<file path="src/rtl/regfile_pkg.sv">
// ----------------------------------------------------------------------------
// regfile_pkg : shared widths and types for the register-file responder
// Revision    : 1.0
// ----------------------------------------------------------------------------
`default_nettype none

package regfile_pkg;

    localparam int REG_NUM_WIDTH_DEFAULT = 5;
    localparam int REG_WIDTH_DEFAULT     = 32;

    typedef logic [REG_NUM_WIDTH_DEFAULT-1:0] reg_idx_t;
    typedef logic [REG_WIDTH_DEFAULT-1:0]     reg_data_t;

    typedef struct packed {
        reg_idx_t  addr;
        reg_data_t data;
    } trace_entry_t;

endpackage

`default_nettype wire

</file>
<file path="src/rtl/trace_fifo.sv">
// ----------------------------------------------------------------------------
// trace_fifo : synchronous FIFO with wrap-bit pointers and sticky overflow
// Revision   : 1.0
// ----------------------------------------------------------------------------
`default_nettype none

module trace_fifo #(
    parameter int WIDTH = 8,
    parameter int DEPTH = 4
) (
    input  logic             clock,
    input  logic             reset,
    input  logic             push,
    input  logic [WIDTH-1:0] push_data,
    output logic             full,
    input  logic             pop,
    output logic [WIDTH-1:0] pop_data,
    output logic             empty,
    output logic             overflow
);

    localparam int AW = $clog2(DEPTH);

    logic [AW:0]      wr_ptr;
    logic [AW:0]      rd_ptr;
    logic [WIDTH-1:0] mem [DEPTH];
    logic             do_pop;
    logic             do_push;

    assign empty   = (wr_ptr == rd_ptr);
    assign full    = (wr_ptr[AW-1:0] == rd_ptr[AW-1:0]) && (wr_ptr[AW] != rd_ptr[AW]);
    assign do_pop  = pop && !empty;
    // A pop in the same cycle frees the slot, so a full FIFO still accepts the push.
    assign do_push = push && (!full || do_pop);

    always_ff @(posedge clock or posedge reset) begin
        if (reset) begin
            wr_ptr   <= '0;
            rd_ptr   <= '0;
            overflow <= 1'b0;
        end else begin
            if (do_push) begin
                wr_ptr <= wr_ptr + 1'b1;
            end
            if (do_pop) begin
                rd_ptr <= rd_ptr + 1'b1;
            end
            if (push && !do_push) begin
                overflow <= 1'b1;
            end
        end
    end

    always_ff @(posedge clock) begin
        if (do_push) begin
            mem[wr_ptr[AW-1:0]] <= push_data;
        end
    end

    // Storage is not reset, so the head is forced to zero whenever nothing is held.
    assign pop_data = empty ? '0 : mem[rd_ptr[AW-1:0]];

endmodule

`default_nettype wire

</file>
<file path="src/rtl/reg_file_responder.sv">
// ----------------------------------------------------------------------------
// reg_file_responder : RTL register file with write bypass and commit trace
// Revision           : 1.0
// ----------------------------------------------------------------------------
`default_nettype none

module reg_file_responder
    import regfile_pkg::*;
#(
    parameter int REG_NUM_WIDTH = REG_NUM_WIDTH_DEFAULT,
    parameter int REG_WIDTH     = REG_WIDTH_DEFAULT,
    parameter int TRACE_DEPTH   = 4
) (
    input  logic                     clock,
    input  logic                     reset,
    input  logic                     ioRegFile_ioRD_en,
    input  logic [REG_NUM_WIDTH-1:0] ioRegFile_ioRD_addr,
    input  logic [REG_WIDTH-1:0]     ioRegFile_ioRD_data,
    input  logic                     ioRegFile_ioRS1_en,
    input  logic [REG_NUM_WIDTH-1:0] ioRegFile_ioRS1_addr,
    output logic [REG_WIDTH-1:0]     ioRegFile_ioRS1_data,
    input  logic                     ioRegFile_ioRS2_en,
    input  logic [REG_NUM_WIDTH-1:0] ioRegFile_ioRS2_addr,
    output logic [REG_WIDTH-1:0]     ioRegFile_ioRS2_data,
    output logic                     trace_valid,
    input  logic                     trace_ready,
    output logic [REG_NUM_WIDTH-1:0] trace_addr,
    output logic [REG_WIDTH-1:0]     trace_data,
    output logic                     trace_overflow
);

    localparam int REG_COUNT = 2 ** REG_NUM_WIDTH;
    localparam int ENTRY_W   = REG_NUM_WIDTH + REG_WIDTH;

    logic [REG_WIDTH-1:0] regs [REG_COUNT];
    logic                 wr_eff;
    logic                 fifo_empty;
    logic [ENTRY_W-1:0]   head;

    assign wr_eff = ioRegFile_ioRD_en && (ioRegFile_ioRD_addr != '0);

    always_ff @(posedge clock or posedge reset) begin
        if (reset) begin
            for (int i = 0; i < REG_COUNT; i++) begin
                regs[i] <= '0;
            end
        end else if (wr_eff) begin
            regs[ioRegFile_ioRD_addr] <= ioRegFile_ioRD_data;
        end
    end

    // x0 reads as zero; a matching in-flight write is forwarded combinationally.
    always_comb begin
        ioRegFile_ioRS1_data = '0;
        if (ioRegFile_ioRS1_en && (ioRegFile_ioRS1_addr != '0)) begin
            if (ioRegFile_ioRD_en && (ioRegFile_ioRD_addr == ioRegFile_ioRS1_addr)) begin
                ioRegFile_ioRS1_data = ioRegFile_ioRD_data;
            end else begin
                ioRegFile_ioRS1_data = regs[ioRegFile_ioRS1_addr];
            end
        end
    end

    always_comb begin
        ioRegFile_ioRS2_data = '0;
        if (ioRegFile_ioRS2_en && (ioRegFile_ioRS2_addr != '0)) begin
            if (ioRegFile_ioRD_en && (ioRegFile_ioRD_addr == ioRegFile_ioRS2_addr)) begin
                ioRegFile_ioRS2_data = ioRegFile_ioRD_data;
            end else begin
                ioRegFile_ioRS2_data = regs[ioRegFile_ioRS2_addr];
            end
        end
    end

    trace_fifo #(
        .WIDTH (ENTRY_W),
        .DEPTH (TRACE_DEPTH)
    ) u_trace_fifo (
        .clock     (clock),
        .reset     (reset),
        .push      (wr_eff),
        .push_data ({ioRegFile_ioRD_addr, ioRegFile_ioRD_data}),
        .full      (),
        .pop       (trace_valid && trace_ready),
        .pop_data  (head),
        .empty     (fifo_empty),
        .overflow  (trace_overflow)
    );

    assign trace_valid              = !fifo_empty;
    assign {trace_addr, trace_data} = head;

endmodule

`default_nettype wire

</file>
<file path="config.mk">
export PLATFORM = sky130hd
export DESIGN_NAME = reg_file_responder
export DESIGN_NICKNAME = d
export VERILOG_FILES = /design/src/rtl/regfile_pkg.sv /design/src/rtl/trace_fifo.sv /design/src/rtl/reg_file_responder.sv
export SDC_FILE = /design/constraint.sdc
export NUM_CORES = 2
export LEC_CHECK = 0
export CORE_ASPECT_RATIO = 0.9
export CORE_MARGIN = 3
export CORE_UTILIZATION = 42
export CTS_CLUSTER_SIZE = 24
export DETAILED_ROUTE_END_ITERATION = 16
export RECOVER_POWER = 50
export SYNTH_ARGS = -nofsm -noshare
export SYNTH_HDL_FRONTEND = slang
export SYNTH_SLANG_ARGS = --single-unit
</file>
<file path="constraint.sdc">
create_clock -name clock -period 35.7 [get_ports clock]
set_input_delay 5.355 -clock clock [delete_from_list [all_inputs] [get_ports clock]]
set_output_delay 5.355 -clock clock [all_outputs]
set_load 0.1 [all_outputs]
</file>
==> results.toml <==
# implementation run metrics
[cells_and_area]
sh_seq_area_pct = 44.6
number_of_standard_cells_in_the_layout_taps_in_and_fillers_out = 5807

[setup_path]
worst_r2r_path_depth = 5
r2r_setup_slack_ns = 32.68
critical_path.slowest_cell = "sky130_fd_sc_hd__clkdlybuf4s50_1"
cp.arrival_ns = 10.56
cp_cell_sequence = "buf_8 -> buf_4 -> buf_12 -> buf_4 -> mux4_2 -> o22ai_1 -> nor2_1 -> o22ai_1 -> nor2_1 -> clkdlybuf4s50_1"

[clock_network]
holdBufCountCts = 0

[die]
die_width_um = 406
chipHeight_um = 366
n_tap_cell = 1862

[placed_design]
count_of_buffers_inserted_at_the_top_level_ports = 155
gpl.final_weighted_congestion = 0.767

[power]
power.largest_group = "sequential cells"
power_report.internal_total_w = 0.00305
power_per_cell_area_nw_per_um2 = 66.6
clock_power_w = 0.00143
combinationalPower_w = 0.00130
p_sw_share_pct = 32.4

[timing]
maximum_clock_skew_at_final_layout_ns = 0.0127
fin_worst_hold_slack_ns = 0.392
max_slew_vio_count = 2315
setup_violations = 0
worstMarginPinSlew_ns = 4.07

[yosys]
synth.yosys.num_cells = 3869
synth_xor_xnor_area_share_pct = 0.246
yosysUniqueCellTypes = 46
synth.yosys.seq_area_share_pct = 50.1
post_synth_mux_area_share_pct = 41.3
number_of_flops_mapped_to_enable_cells_by_yosys = 148
synth_top_cell_by_count = "sky130_fd_sc_hd__dfrtp_1"
ys_sh_aoi_pct = 3.48

[worst_hold_path]
worstHoldPathType = "reg2reg"

[route]
detail_route.iter0.violations = 3682
highest_metal_layer_with_signal_wires = "met5"
drt_first_pass_iters = 5

[outcome]
run_status = "complete, but fails checks"
violations = "max-capacitance violations, max-slew violations"

[global_route]
first_global_vias = 37700

[job]
max_cap_violations = 64
Figure 1. M2 wires.
Drawn at 1 px/um.
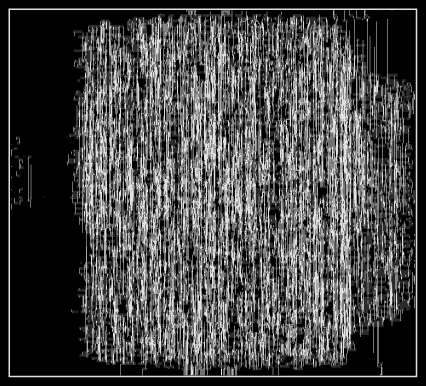
- share of all routed wire: 45%
- wire length on this layer: 85.4 mm
via count: 37,200
total detailed-routing wirelength: 189,000 um
fraction of met2 tracks used by global routing: 38.4%

Figure 2. Metal 3.
Drawn at 1 px/um.
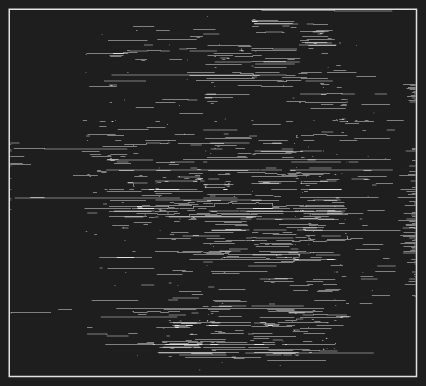
- wire length on this layer: 14,900 um
- longest straight run: 208 um
- share of all routed wire: 7.9%
- main direction: horizontal
- nets with wire on the layer: 372
met3 track demand over resource: 4.84%

Figure 3. Routing congestion map.
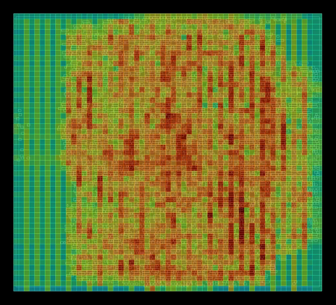
total track usage: 25.5%
routed length per instance: 32.5 um
highest-utilization routing layer at the global route stage: met2
final core utilization: 47.7%
Global Route met1 Usage: 37.4%

